==> config.mk <==
export PLATFORM = sky130hd
export DESIGN_NAME = pb_prog_load_ctrl_flat
export DESIGN_NICKNAME = d
export VERILOG_FILES = /design/src/rtl/pb_debug_pkg.sv /design/src/rtl/pb_prog_load_ctrl_if.sv /design/src/rtl/pb_rd_pipe.sv /design/src/rtl/pb_prog_load_ctrl.sv /design/src/flat_wrapper.sv
export SDC_FILE = /design/constraint.sdc
export NUM_CORES = 1
export LEC_CHECK = 0
export ABC_AREA = 1
export CAP_MARGIN = 10
export CORE_MARGIN = 8
export CORE_UTILIZATION = 45
export DETAILED_ROUTE_END_ITERATION = 12
export GPL_TIMING_DRIVEN = 0
export PLACE_DENSITY = 0.79
export SYNTH_ARGS = -nofsm -noshare
export SYNTH_HDL_FRONTEND = slang
export SYNTH_SLANG_ARGS = --single-unit
==> constraint.sdc <==
create_clock -name clk -period 8.17 [get_ports clk]
set_input_delay 1.634 -clock clk [delete_from_list [all_inputs] [get_ports clk]]
set_output_delay 1.634 -clock clk [all_outputs]
set_load 0.1 [all_outputs]
==> images/io_fan.png <==
(3 px per µm)
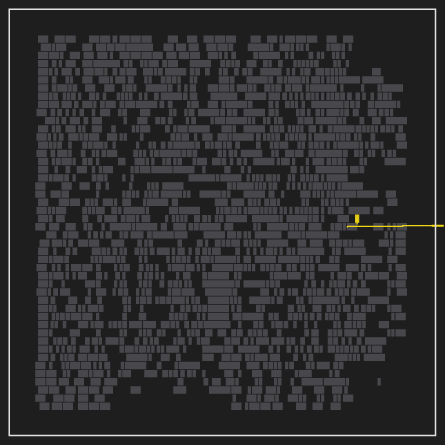
[yellow] bus_s_valid | direction: input | end cells: 1 | buffers: 1 | wire: 31.4 µm
I/O pin total: 233
# port buffers: 232

==> images/io_placement.png <==
(2 px per µm) Pins as bars across the die edge, other pins in gray.
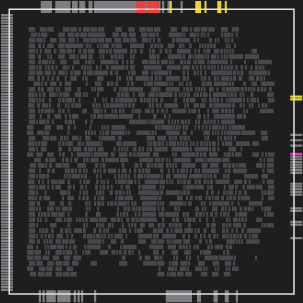
[magenta] bus_s_valid | pins: 1 | direction: input | edge: east
[red] bus_cmd_len | pins: 11 | direction: input | edge: north
[yellow] bram_addr | pins: 10 | direction: output | edge: 8 north, 2 east
all pins by edge: 102 west, 69 north, 39 south, 23 east
die width: 141.6 µm
Die Height: 141.6 µm

==> images/wires.png <==
(3 px per µm)
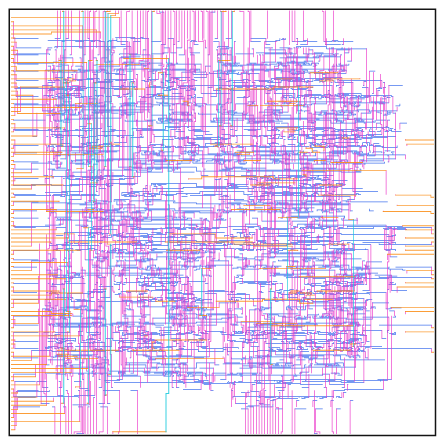
[blue] metal 1 | wire length: 11000 µm
[magenta] metal 2 | wire length: 12800 µm
[cyan] metal 4 | wire length: 1310 µm
[orange] metal 3 | wire length: 2080 µm
GRT Total Usage: 0.2695
routed length per instance: 16.50 µm

==> images/flops_by_reg.png <==
(2 px per µm) Other sequential cells in the stronger gray, the rest of the logic in the fainter gray.
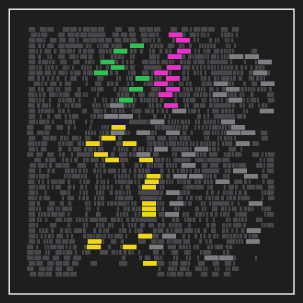
[green] u_core.pb_reset | sequential cells: 8 | where: north
[yellow] u_core.u_rd_pipe.rsum | sequential cells: 18
[magenta] u_core.len_q | sequential cells: 11 | where: north
Final Util: 0.6457
Seq/total area: 0.1584

==> images/congestion.png <==
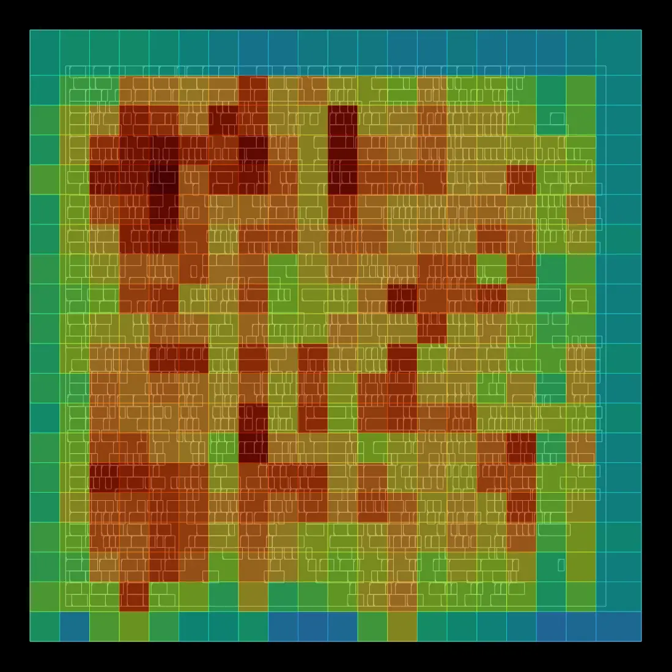
met1 Track Usage GR: 0.3071
met3 usage: 0.06687

==> GITHUB_STEP_SUMMARY <==
## PnR job results

| Metric | Value |
|---|---|
| Status | `finished, final reports clean` |
| Tap Count | `about 220` |
| Area Overhead vs Synth | `42.36%` |
| Sequential fraction of design power | `0.185` |
| P_seq | `499 µW` |
| Cts-stage hold buffer count | `0` |
| Pre-CTS WS | `1.398 ns` |
| Routed met2 length | `~13000 µm` |
| GPL Wtd Cong | `0.9322` |
| CTS tree | `done` |
| First-pass DRT Iterations | `5` |
| Sequential cell area | `approximately 1600 µm²` |
| Combinational gate area | `slightly below 5000 µm²` |
| Comb area share | `0.4757` |
| Type of origin of the critical path | `clock port` |
| P_clk | `between 600 and 700 µW` |
| Net Sw Frac | `0.5012` |
| Hold/Removal Path Class | `flip-flop to flip-flop` |
| First-pass GRT wire length | `43050 µm` |
| Total power draw | `2.705 mW` |
| Pwr top | `combinational cells` |
| Power Internal | `1.349 mW` |
| Hold Crit Depth | `2` |
| Inverter count | `130` |
| Async set-reset flop share out of synthesis | `0` |
| Post-DP HPWL | `~23000 µm` |
| Core area | `15660 µm²` |
| Crit path max fanout | `2` |
| ANT cells | `0` |
| DR vias/cell | `5.350` |
| Final setup viols | `0` |
| Leading area contributor after synthesis | `dfxtp_1` |
| Yosys top cell by instances | `nand2_1` |
| Commonest flop | `dfxtp_1` |
| Mapped Cells | `1182` |
| Clk slew on worst S/H paths | `0.06 ns` |
| Met2 Track Usage GR | `0.4550` |
| Clk_lat worst skew | `0.46 ns` |
| Pin count of the biggest net entering global routing | `15` |
| Max_cap viols | `0` |
| Top cell type's share of synthesized area | `0.2256` |
| Skew final | `0.009785 ns` |
| Routed Antenna Nets | `0` |
| Critical path depth | `4` |
| Initial antenna violation count | `0` |
| Post-Syn Nets | `between 1000 and 1500` |
| Pwr Density | `267.6 nW/µm²` |
| Commonest cells post-synth | `nand2_1, a21oi_1, nor2_1, inv_1, nand3_1` |
| DP Cell Count | `between 1500 and 2000` |
| Combinational Power | `1.60 mW` |
| CP Capture Type | `output port` |
| Fraction of cell area in non-clock buffers | `0.2485` |
| CP arrival | `5.41 ns` |
| Hold slack | `0.4755 ns` |
| Clock buffers | `13` |
| Setup bufs post-CTS | `0` |
| Top cells, area | `dfxtp_1, nand2_1, a21oi_1` |
| Clock power frac | `0.223` |
| EDFF count, synth | `0` |
| Mean Syn Cell Area | `~6 µm²` |
| ClkCell Share | `0.04208` |
| Final slew viol count | `0` |
| Routed wl met3 | `2078 µm` |
| Largest stage delay on the critical path | `0.96 ns` |
| Max layer used | `met4` |
| Grt ovf | `0` |
| Drc violations | `0` |
| Post-Syn Area | `about 7000 µm²` |
| Core Rows | `46` |
| Top cell excl fill/tap | `nand2_1` |
| Yosys warns | `0` |
| Worst R2R Path Depth | `20` |
| Synth Register Bits | `80` |
| Actual slew at the worst max-slew pin | `1.024 ns` |
| Flop count | `80` |
| Post-synthesis cell type count | `46` |
| Number of global-route vias before repair | `roughly 8600` |
| RSZ-0062 raised after global routing | `no` |
| Crit-path cells | `clkbuf_16, clkbuf_16, buf_4, clkdlybuf4s50_1` |
| Lkg Pwr | `about 4.4 nW` |
| Post-cts resize count | `0` |
| Post-DP Area | `9693 µm²` |
| Biggest Area Class | `combinational gates` |
| Non-Filler Instances | `1648` |
| DRT iter0 DRCs | `786` |
| Worst Slack Setup Final | `~1.1 ns` |
| Sw power | `1.355 mW` |
| Synth Seq Share | `0.2256` |
| Final Instance Area | `approximately 10000 µm²` |
| Dominant logic cell types in the final layout | `nand2_1, clkdlybuf4s50_1, a21oi_1` |
| Comb power frac | `0.593` |
| YS chip area | `7101 µm²` |
| Met1 WL | `10990 µm` |
| Layout cell share with drive strength beyond 1 | `0.06075` |
| Tool warnings | `28` |
| Die area | `~20000 µm²` |
| Critical path class | `clock port to output port` |
| Final Hold Viols | `0` |
| Initial Util | `0.4536` |
| Buffers excl. clock | `approximately 270` |
| Slew HR | `0.3149` |
| Reg-to-reg slack, setup | `4.21 ns` |
| VDD IR max | `159.2 µV` |
| Gr busiest metal | `met2` |
| Worst path most repeated cell | `clkbuf_16` |
| Ys cells | `between 1000 and 1500` |
| DRT Wirelength | `27200 µm` |
| MI comb cells | `between 900 and 1000` |
| Vias | `a little under 9000` |
| Slowest-stage cell, CP | `clkdlybuf4s50_1` |
| Crit path buf inv count | `4` |
| Top delay family on crit path | `buffers and inverters` |
| Sum Neg Setup Slack | `0 ns` |
| Fillers | `1483` |
| Fin nets | `around 1600` |
| CP Data Required Time | `around 6.5 ns` |
-- cell families (layout without fill, tap and decap cells) --
kind of cell	Yosys count	after routing	share of synthesized area
DFF	80	80	0.2256
xor gates and xnor gates	30	30	0.03700
AOI/OAI and AO/OA	261	261	0.2034
buffers and inverters	167	417	0.09727
and+or+nand+nor	604	604	0.3642
adders and majority gates	40	40	0.07260
-- worst register-to-register path: stages, from the launching register on --
cell and delay, ns:
dfxtp_1 0.30, buf_2 0.15, nor3_2 0.58, buf_4 0.32, nand2_1 0.07, nand3_1 0.08
o21ai_0 0.13, nand3_1 0.10, o21ai_0 0.16, a31oi_1 0.19, ha_1 0.25, fa_1 0.21
nand2_1 0.07, o21ai_0 0.48, nand3_1 0.14, nand3_1 0.17, nand2_1 0.06, nand2_1 0.07
xor2_1 0.16, nand2_1 0.08, a21oi_2 0.13
No activity file was given, so power comes from the tool's default toggle rates.
